**config.mk**
```make
export PLATFORM = sky130hd
export DESIGN_NAME = fifo_uart_tx
export DESIGN_NICKNAME = d
export VERILOG_FILES = /design/src/rtl/fifo_uart_tx.sv
export SDC_FILE = /design/constraint.sdc
export NUM_CORES = 1
export LEC_CHECK = 0
export CAP_MARGIN = 20
export CORE_MARGIN = 2
export CORE_UTILIZATION = 35
export DETAILED_ROUTE_END_ITERATION = 6
export GPL_TIMING_DRIVEN = 0
export PLACE_DENSITY = 0.51
export SETUP_SLACK_MARGIN = 0.4
export SYNTH_ARGS = -nofsm -noshare
export SYNTH_HDL_FRONTEND = slang
export SYNTH_SLANG_ARGS = --single-unit
```
**constraint.sdc**
```tcl
create_clock -name clk -period 3.75 [get_ports clk]
set_input_delay 0.375 -clock clk [delete_from_list [all_inputs] [get_ports clk]]
set_output_delay 0.375 -clock clk [all_outputs]
set_load 0.005 [all_outputs]
```
**src/rtl/fifo_uart_tx.sv**
```systemverilog
//-----------------------------------------------------------------------------
// fifo_uart_tx
// Pulls words from a first-word-fall-through FIFO and sends each as an 8N1
// style serial frame: start bit (0), DAT_WIDTH data bits LSB first, optional
// even parity bit, stop bit (1). Every bit lasts CLKS_PER_BIT clk cycles.
// A word waiting at the end of a stop bit starts the next frame with no gap.
//
// Optional feature: define FIFO_UART_TX_PARITY_EN to insert an even parity
// bit between the last data bit and the stop bit.
//
// Parameters
//   DAT_WIDTH     data word width in bits
//   CLKS_PER_BIT  clk cycles per serial bit (2 or more)
// Ports
//   clk           clock, rising edge
//   reset         asynchronous active-high reset
//   i_fifo_empty  source FIFO empty flag
//   i_fifo_data   source FIFO head word, valid while i_fifo_empty=0
//   o_fifo_rd     one-cycle pop strobe, high in the first START cycle
//   o_tx          serial line, idle high
//   o_busy        high whenever the FSM is not idle
//   o_tx_done     one-cycle pulse in the last stop-bit cycle
//-----------------------------------------------------------------------------
module fifo_uart_tx #(
    parameter int DAT_WIDTH    = 8,
    parameter int CLKS_PER_BIT = 434
) (
    input  logic                 clk,
    input  logic                 reset,
    input  logic                 i_fifo_empty,
    input  logic [DAT_WIDTH-1:0] i_fifo_data,
    output logic                 o_fifo_rd,
    output logic                 o_tx,
    output logic                 o_busy,
    output logic                 o_tx_done
);

    localparam int CNT_W = (CLKS_PER_BIT > 1) ? $clog2(CLKS_PER_BIT) : 1;
    localparam int IDX_W = (DAT_WIDTH > 1) ? $clog2(DAT_WIDTH) : 1;
    localparam logic [CNT_W-1:0] CNT_LAST = CNT_W'(CLKS_PER_BIT - 1);
    localparam logic [IDX_W-1:0] IDX_LAST = IDX_W'(DAT_WIDTH - 1);

    typedef enum logic [2:0] {
        ST_IDLE   = 3'd0,
        ST_START  = 3'd1,
        ST_DATA   = 3'd2,
`ifdef FIFO_UART_TX_PARITY_EN
        ST_PARITY = 3'd3,
`endif
        ST_STOP   = 3'd4
    } state_t;

    state_t               r_state;
    state_t               w_state_nxt;
    logic [CNT_W-1:0]     r_cnt;
    logic [CNT_W-1:0]     w_cnt_nxt;
    logic [IDX_W-1:0]     r_idx;
    logic [IDX_W-1:0]     w_idx_nxt;
    logic [DAT_WIDTH-1:0] r_shift;
    logic [DAT_WIDTH-1:0] w_shift_nxt;
    logic                 w_load;
    logic                 w_bit_end;
    logic                 w_tx_nxt;
    logic                 r_tx;
    logic                 r_fifo_rd;
    logic                 r_busy;
    logic                 r_tx_done;

    // Even parity over one data word.
    function automatic logic even_parity(input logic [DAT_WIDTH-1:0] d);
        return ^d;
    endfunction

`ifdef FIFO_UART_TX_PARITY_EN
    logic r_par;
    logic w_par_nxt;

    // Parity is captured together with the word, before any shifting.
    always_comb begin
        w_par_nxt = w_load ? even_parity(i_fifo_data) : r_par;
    end

    // Parity bit register, no reset needed (only read inside a frame).
    always_ff @(posedge clk) begin
        r_par <= w_par_nxt;
    end
`endif

    assign w_bit_end = (r_cnt == CNT_LAST);

    // Next-state, baud counter, bit index and shift register logic.
    always_comb begin
        w_state_nxt = r_state;
        w_cnt_nxt   = r_cnt;
        w_idx_nxt   = r_idx;
        w_shift_nxt = r_shift;
        w_load      = 1'b0;
        case (r_state)
            ST_IDLE: begin
                if (!i_fifo_empty) begin
                    w_state_nxt = ST_START;
                    w_load      = 1'b1;
                    w_cnt_nxt   = '0;
                    w_shift_nxt = i_fifo_data;
                end else begin
                    w_state_nxt = ST_IDLE;
                end
            end
            ST_START: begin
                if (w_bit_end) begin
                    w_state_nxt = ST_DATA;
                    w_cnt_nxt   = '0;
                    w_idx_nxt   = '0;
                end else begin
                    w_cnt_nxt = r_cnt + CNT_W'(1);
                end
            end
            ST_DATA: begin
                if (w_bit_end) begin
                    w_cnt_nxt   = '0;
                    w_shift_nxt = r_shift >> 1;
                    if (r_idx == IDX_LAST) begin
                        w_idx_nxt = '0;
`ifdef FIFO_UART_TX_PARITY_EN
                        w_state_nxt = ST_PARITY;
`else
                        w_state_nxt = ST_STOP;
`endif
                    end else begin
                        w_idx_nxt = r_idx + IDX_W'(1);
                    end
                end else begin
                    w_cnt_nxt = r_cnt + CNT_W'(1);
                end
            end
`ifdef FIFO_UART_TX_PARITY_EN
            ST_PARITY: begin
                if (w_bit_end) begin
                    w_state_nxt = ST_STOP;
                    w_cnt_nxt   = '0;
                end else begin
                    w_cnt_nxt = r_cnt + CNT_W'(1);
                end
            end
`endif
            ST_STOP: begin
                if (w_bit_end) begin
                    w_cnt_nxt = '0;
                    // A waiting word chains straight into a new start bit.
                    if (!i_fifo_empty) begin
                        w_state_nxt = ST_START;
                        w_load      = 1'b1;
                        w_shift_nxt = i_fifo_data;
                    end else begin
                        w_state_nxt = ST_IDLE;
                    end
                end else begin
                    w_cnt_nxt = r_cnt + CNT_W'(1);
                end
            end
            default: begin
                w_state_nxt = ST_IDLE;
                w_cnt_nxt   = '0;
                w_idx_nxt   = '0;
            end
        endcase
    end

    // Serial line value for the state being entered, so o_tx is registered.
    always_comb begin
        w_tx_nxt = 1'b1;
        case (w_state_nxt)
            ST_IDLE:   w_tx_nxt = 1'b1;
            ST_START:  w_tx_nxt = 1'b0;
            ST_DATA:   w_tx_nxt = w_shift_nxt[0];
`ifdef FIFO_UART_TX_PARITY_EN
            ST_PARITY: w_tx_nxt = w_par_nxt;
`endif
            ST_STOP:   w_tx_nxt = 1'b1;
            default:   w_tx_nxt = 1'b1;
        endcase
    end

    // FSM state, counters and registered outputs.
    always_ff @(posedge clk or posedge reset) begin
        if (reset) begin
            r_state   <= ST_IDLE;
            r_cnt     <= '0;
            r_idx     <= '0;
            r_tx      <= 1'b1;
            r_fifo_rd <= 1'b0;
            r_busy    <= 1'b0;
            r_tx_done <= 1'b0;
        end else begin
            r_state   <= w_state_nxt;
            r_cnt     <= w_cnt_nxt;
            r_idx     <= w_idx_nxt;
            r_tx      <= w_tx_nxt;
            r_fifo_rd <= w_load;
            r_busy    <= (w_state_nxt != ST_IDLE);
            r_tx_done <= (w_state_nxt == ST_STOP) && (w_cnt_nxt == CNT_LAST);
        end
    end

    // Data shift register; contents are don't-care outside a frame.
    always_ff @(posedge clk) begin
        r_shift <= w_shift_nxt;
    end

    assign o_tx      = r_tx;
    assign o_fifo_rd = r_fifo_rd;
    assign o_busy    = r_busy;
    assign o_tx_done = r_tx_done;

endmodule

```
### Placed cells, one colour a class, run 1

Fill, decap, tap and diode cells in grey.
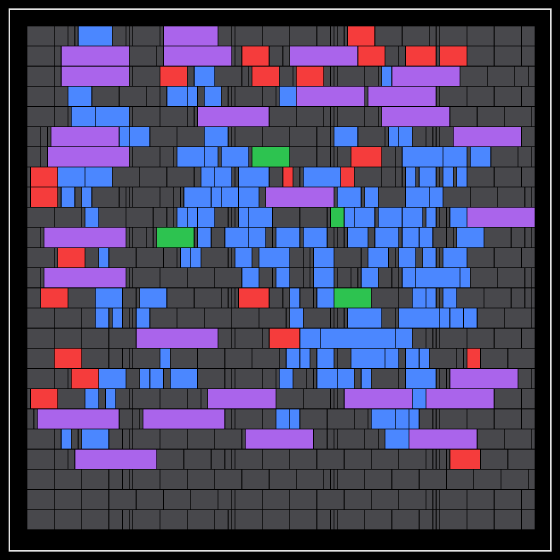
[registers] purple | cells: 27 | share of their area: 38%
[remaining logic cells] blue | cells: 128 | share of their area: 48%
[clock drivers and dummy loads] green | cells: 4 | share of their area: 2.5%
[remaining buffers and delay cells] red | cells: 22 | share of their area: 11%

### Clock network drawn from the DEF, run 1

Scale bar: 20 um.
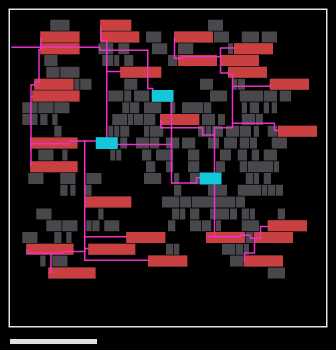
[flip-flops] red | count: 27
[clock-net drivers] cyan | count: 3
[clock wires] magenta | length: 379 um
routed clock nets: 4
flops lie: widely spread

### Wiring by layer, run 1

Scale bar: 20 um. Only two layers are drawn.
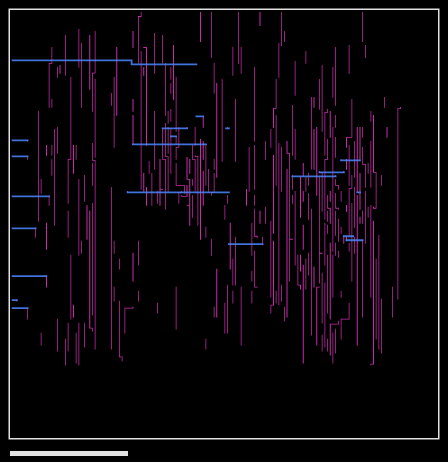
[M3] blue | wire length: 117 um
[M2] magenta | wire length: 1770 um

==> flow_summary.json, run 1 <==
{
  "outcome": "finished clean",
  "ys_seq_frac": 0.4261,
  "cp_slowest_stage_delay_ns": 0.82,
  "antenna_found_initial": 0,
  "yosys-stat-cells": 163,
  "r2r_cells": 7,
  "topCellsByArea": "dfrtp_1, edfxtp_1, mux2i_1",
  "fmaxAchievable_ghz": 0.4113,
  "dr.pass1.iters": 4,
  "nets": 197,
  "dieArea_um2": 5307,
  "vias_per_cell": 5.562,
  "clock_skew_ns": 0.003879,
  "die_w_um": 72.85,
  "min_path_cells": 2,
  "design_area_um2": 1913,
  "grt_pass1_vias": 1338,
  "instances_no_fill": 235,
  "clk_pin_slew_worst_paths_ns": 0.10,
  "critPathBufInv": 2,
  "async_flop_share": 0.7037,
  "grt_pass1_wl_um": 6320,
  "wl_per_cell_um": 15.72,
  "cts-resized-gates": 0,
  "num_rows": 25,
  "crit_path_start_kind": "input port",
  "crit_family": "buffers and inverters",
  "worstSetupPathDepth": 5,
  "first_iter_violations": 90,
  "min_to": "o_tx$_DFF_PP1_",
  "r2r-start": "r_cnt[1]$_DFF_PP0_",
  "arrival_ns": 2.59,
  "area_growth_pct": 15.31,
  "fp_util": 0.3560,
  "hold_start": "r_shift[0]$_DFF_P_",
  "dp_slack_ns": 1.053
}
run 1: cells by family after synthesis:
group | share of synthesized area
AND/OR/NAND/NOR | 0.1961
AND-OR/OR-AND | 0.2036
flip-flops | 0.4261
buffers and inverters | 0.06033
multiplexers | 0.06184
adder cells (fa/ha/maj) | 0.03620
XOR/XNOR | 0.01584
run 1: power by group:
part / switching, mW / internal (mW) / leakage, nW
Combinational: 0.144 / 0.122 / 0.413
Sequential: 0.0524 / 0.342 / 0.310
Clock: 0.0966 / 0.0747 / 0.0255
run 1: synth_stat cells (all sizes together) (2+ instances only):
cell     n
mux2     2
buf      8
edfxtp   7
nor3     5
o211ai   7
nand3    6
ha       4
o41ai    2
nand4b   2
and3     4
a31oi    3
a211o    2
inv      8
o21ai   15
or3      2
nor2    10
mux2i    8
nand2b   3
o311ai   2
nand2   14
dfrtp   18
a22o     2
a21oi    5
xor2     2
nand4    2
run 1: cell type report:
| cell class | instances | area [um2] |
|---|---|---|
| plain buffers | 8 | 70.07 |
| clock inverters | 1 | 5.005 |
| multi-input cells | 120 | 852.1 |
| well taps | 54 | 67.56 |
| inverters | 8 | 30.03 |
| flip-flops and latches | 27 | 706.9 |
| repair buffers | 14 | 140.1 |
| fillers | 477 | 2748 |
| clock buffers | 3 | 41.29 |
run 1: per-layer routing:
layer	global-route usage	vias to the layer above	wire (um)
met1	0.2043	624	1754
met3	0.03453	9	117
met4	0.04733	0	49
met2	0.2465	28	1773
met5	0	-	0
li1	-	646	-
run 1: flip-flops by register name, indices dropped and copies added (netlist names):
register	cells
o_tx	1
r_idx	3
r_shift	8
o_tx_done	1
o_fifo_rd	1
o_busy	1
r_cnt	9
r_state	3
run 1: tightest hold or removal path: stages (launching register included):
cell      delay (ns)
dfxtp_1         0.31
nand3b_1        0.09
a31oi_1         0.07
### Clock routing, run 1

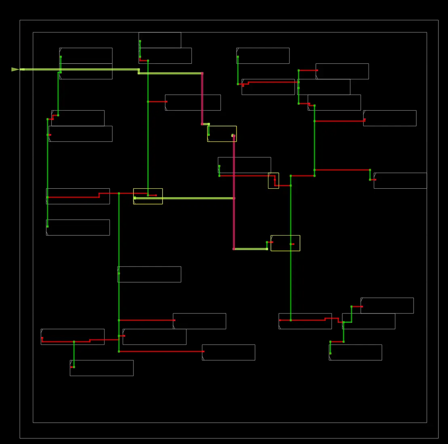

==> run 2, diff against run 1 <==
==> constraint.sdc (replaced) <==
create_clock -name clk -period 2.4 [get_ports clk]
set_input_delay 0.24 -clock clk [delete_from_list [all_inputs] [get_ports clk]]
set_output_delay 0.24 -clock clk [all_outputs]
set_load 0.005 [all_outputs]
### Clock routing, run 2

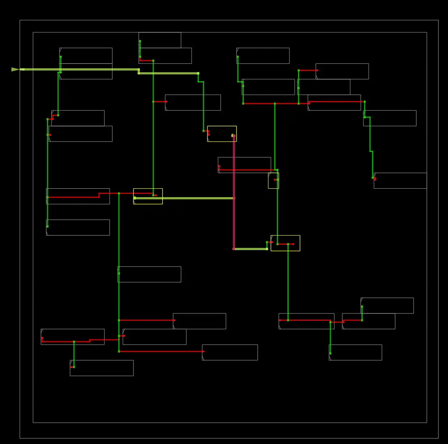
Late-Pin Clk Latency: 0.28 ns
flip-flop and latch count: 27
clkbuf count: 3

### Placed cells, one colour a class, run 2

Fill, decap, tap and diode cells in grey.
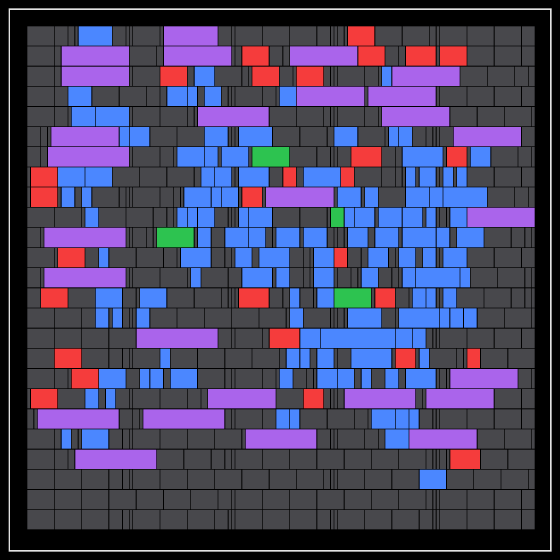
[remaining buffers and delay cells] red | cells: 28 | share of their area: 13%
[registers] purple | cells: 27 | share of their area: 37%
[clock drivers and dummy loads] green | cells: 4 | share of their area: 2.4%
[remaining logic cells] blue | cells: 128 | share of their area: 48%

==> run 2 against run 1 <==
Register-to-register slack got worse by 1.0 ns. Critical path type is now flip-flop to flip-flop. Non-clock buffer count is 6 higher. First-iteration DRC count increased by 27%. Hold slack got worse by 0.092 ns. Global-route usage up 0.17 points. Area after synthesis is the same. Clock power up 53%. Clock skew about the same.
==> flow_summary.json, run 2 <==
{
  "drt-met1-wl_um": 1680,
  "comb_area_um2": 890.9,
  "dr.pass1.iters": 4,
  "grtUsageMet2": 0.2505,
  "grt_pass1_vias": 1353,
  "p_int_mw": 0.8669,
  "yosys-top-cells-count": "dfrtp_1, nand2_1, o21ai_0",
  "topCellsByArea": "dfrtp_1, edfxtp_1, mux2i_1",
  "outcome": "finished clean",
  "ys_sh_adder": 0.03620,
  "clk_pin_slew_worst_paths_ns": 0.09,
  "first_iter_violations": 114,
  "largest_reg_flops": 9,
  "top_logic_kind": "AND-OR/OR-AND gates",
  "crit_family": "simple AND/OR/NAND/NOR gates",
  "use_met3": 0.03453,
  "most_common_cell": "dfrtp_1",
  "top_register": "r_cnt",
  "busiest_layer": "met2",
  "fp_util": 0.3560,
  "topRoutingLayerUsed": "met4",
  "fill_cells": 475
}
[run 2: final timing paths]
| check | startpoint | end | slack (ns) | depth (start not counted) |
|---|---|---|---|---|
| worst max-delay path | r_cnt[1]$_DFF_PP0_ | o_busy$_DFF_PP0_ | 0.46 | 8 |
| worst min-delay path | reset | r_idx[0]$_DFFE_PP0P_ | 0.38 | 2 |
| worst min register to register | r_shift[0]$_DFF_P_ | o_tx$_DFF_PP1_ | 0.47 | 2 |
| worst max register to register | r_cnt[1]$_DFF_PP0_ | o_busy$_DFF_PP0_ | 0.46 | 8 |
| min in group clk | r_shift[0]$_DFF_P_ | o_tx$_DFF_PP1_ | 0.47 | 2 |
| max in group asynchronous | reset | r_cnt[1]$_DFF_PP0_ | 1.51 | 2 |
[run 2: area by class of cell]
class,count,area share
Clock inverter,1,0.002505
Multi-Input combinational cell,120,0.4458
Clock buffer,3,0.02066
Buffer,8,0.03569
Sequential cell,27,0.3550
Tap cell,54,0.03381
Inverter,8,0.01503
Timing Repair Buffer,20,0.09142
[run 2: timing repair]
action / 4_1_cts / 5_1_grt
resized: 5 / 7
cloned: 0 / 1
setup endpoints to repair: 18 / 5
setup buffers: 3 / 2
[run 2: cell families (layout without fill, tap and decap cells)]
kind of cell / after synthesis / count (layout)
buffers and inverters: 16 / 40
XOR/XNOR: 3 / 3
adder cells (fa/ha/maj): 5 / 5
AND/OR/NAND/NOR: 56 / 56
flip-flops: 27 / 27
AND-OR/OR-AND: 46 / 46
multiplexers: 10 / 10
[run 2: power by group through the flow]
stage	Sequential, mW	Clock [mW]	Combinational (mW)
after floorplan	0.600	0	0.328
after global placement	0.621	0	0.406
after detailed placement	0.624	0	0.415
after CTS	0.605	0.279	0.448
after global routing	0.620	0.297	0.510
final	0.610	0.262	0.463
### Where the registers sit, run 2

Scale bar: 20 um. Other sequential cells in the stronger grey, the rest of the logic in the fainter grey.
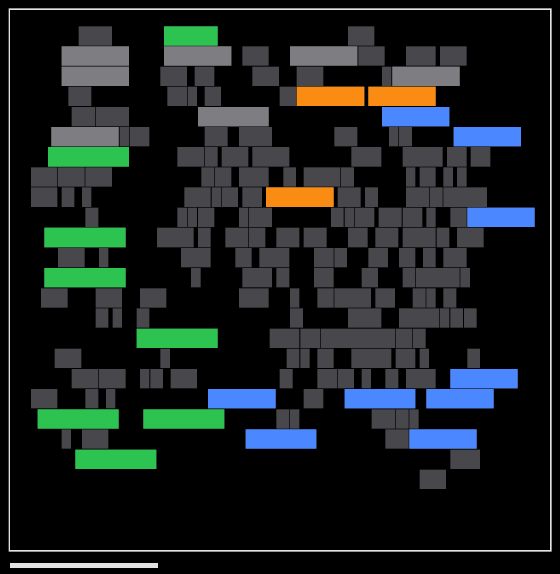

==> run 3, diff against run 2 <==
==> constraint.sdc (replaced) <==
create_clock -name clk -period 2 [get_ports clk]
set_input_delay 0.2 -clock clk [delete_from_list [all_inputs] [get_ports clk]]
set_output_delay 0.2 -clock clk [all_outputs]
set_load 0.005 [all_outputs]
### Where the registers sit, run 3

Scale bar: 20 um. Other sequential cells in the stronger grey, the rest of the logic in the fainter grey.
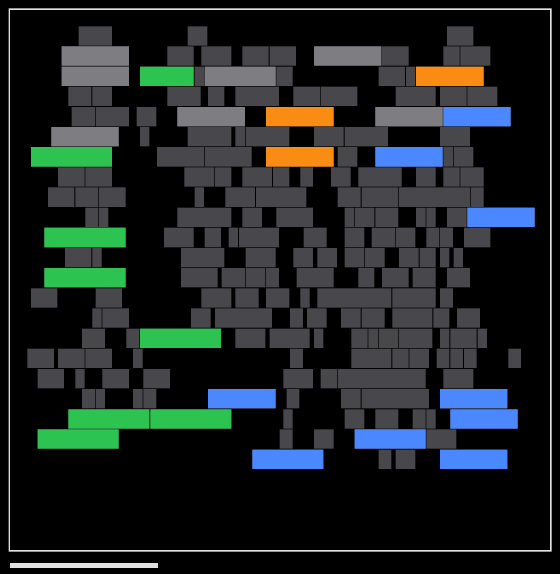
[`r_cnt`] blue | sequential cells: 9
[`r_state`] orange | sequential cells: 3
[`r_shift`] green | sequential cells: 8

### Placed cells, one colour a class, run 3

Fill, decap, tap and diode cells in grey.
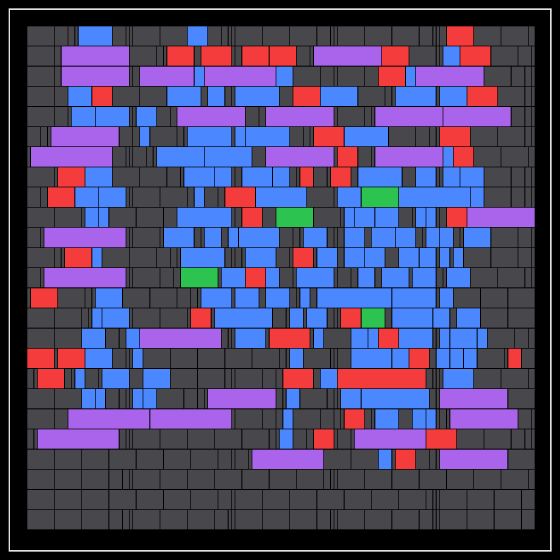
[remaining buffers and delay cells] red | cells: 41 | share of their area: 18%
[remaining logic cells] blue | cells: 128 | share of their area: 49%
[clock drivers and dummy loads] green | cells: 4 | share of their area: 2.2%
[registers] purple | cells: 27 | share of their area: 31%

==> run 3 against run 2 <==
Combinational power grew 45%. Core utilization rose by 7.4 points. Global-route usage rose by 1.4 points. Wire length grew 8.0%. Hold slack lost 0.023 ns. Critical path depth stayed put. Area after synthesis stayed put.
==> flow_summary.json, run 3 <==
{
  "taps": 54,
  "outcome": "finished clean",
  "dieArea_um2": 5307,
  "final-nonclk-buf-share": 0.1710,
  "top_power_group": "sequential cells",
  "topCellsByArea": "dfrtp_1, edfxtp_1, mux2i_1",
  "async_flop_share": 0.7037,
  "top_register": "r_cnt",
  "p_int_mw": 1.119,
  "area_growth_pct": 41.10,
  "cts-resized-gates": 39,
  "dr.pass1.iters": 4,
  "clock_power_mw": 0.339,
  "wl_per_cell_um": 16.42,
  "nets": 216,
  "first_iter_violations": 77,
  "clk_latency_ns": 0.28,
  "fmaxAchievable_ghz": 0.5282,
  "grt_pass1_vias": 1480,
  "seq_cell_power_mw": 0.731,
  "inv_count": 8,
  "swShare": 0.3577,
  "comb_share": 0.4629,
  "largest_reg_flops": 9,
  "most_common_cell": "dfrtp_1",
  "design_area_um2": 2341,
  "vias_per_cell": 5.642
}
==> run 3: per-stage QoR <==
| step | hold slack [ns] | worst slack (ns) | utilization |
|---|---|---|---|
| floorplan | 0.1504 | 0.1669 | - |
| detailed placement | 0.4573 | -0.1914 | 0.4075 |
| global route | 0.4213 | 0.008100 | 0.5023 |
| global placement | 0.4577 | -0.1975 | 0.4075 |
| finish | 0.3578 | 0.1068 | 0.5023 |
| CTS | 0.3540 | 0.09323 | 0.4722 |
==> run 3: final timing paths <==
check	start	end	depth (start not counted)
setup / recovery	r_cnt[1]$_DFF_PP0_	o_busy$_DFF_PP0_	8
min in group clk	r_shift[0]$_DFF_P_	o_tx$_DFF_PP1_	2
setup reg to reg	r_cnt[1]$_DFF_PP0_	o_busy$_DFF_PP0_	8
hold reg to reg	r_shift[0]$_DFF_P_	o_tx$_DFF_PP1_	2
max in group asynchronous	reset	r_cnt[1]$_DFF_PP0_	2
hold / removal	reset	r_state[0]$_DFF_PP0_	2
==> run 3: layer usage <==
layer  vias up  wire length [um]  global-route usage
met3         2               154             0.03453
met5         -                 0                   0
met2        31              2171              0.2788
met1       714              1829              0.2231
met4         0                15             0.04938
li1        686                 -                   -
==> run 3: worst reg2reg max path, stage by stage (launching register included) <==
cell	delay, ns
dfrtp_2	0.43
inv_2	0.08
ha_4	0.13
and4bb_4	0.25
and3_4	0.21
buf_8	0.13
a211o_4	0.14
a21oi_4	0.06
or3_1	0.34
==> run 3: cells by family (layout without fill, tap and decap cells) <==
family	count (synthesis)	count (layout)	synth area share
AND-OR/OR-AND	46	46	0.2036
buffers and inverters	16	53	0.06033
XOR/XNOR	3	3	0.01584
multiplexers	10	10	0.06184
flip-flops	27	27	0.4261
AND/OR/NAND/NOR	56	56	0.1961
adder cells (fa/ha/maj)	5	5	0.03620
No activity file was given, so power comes from the tool's default toggle rates.
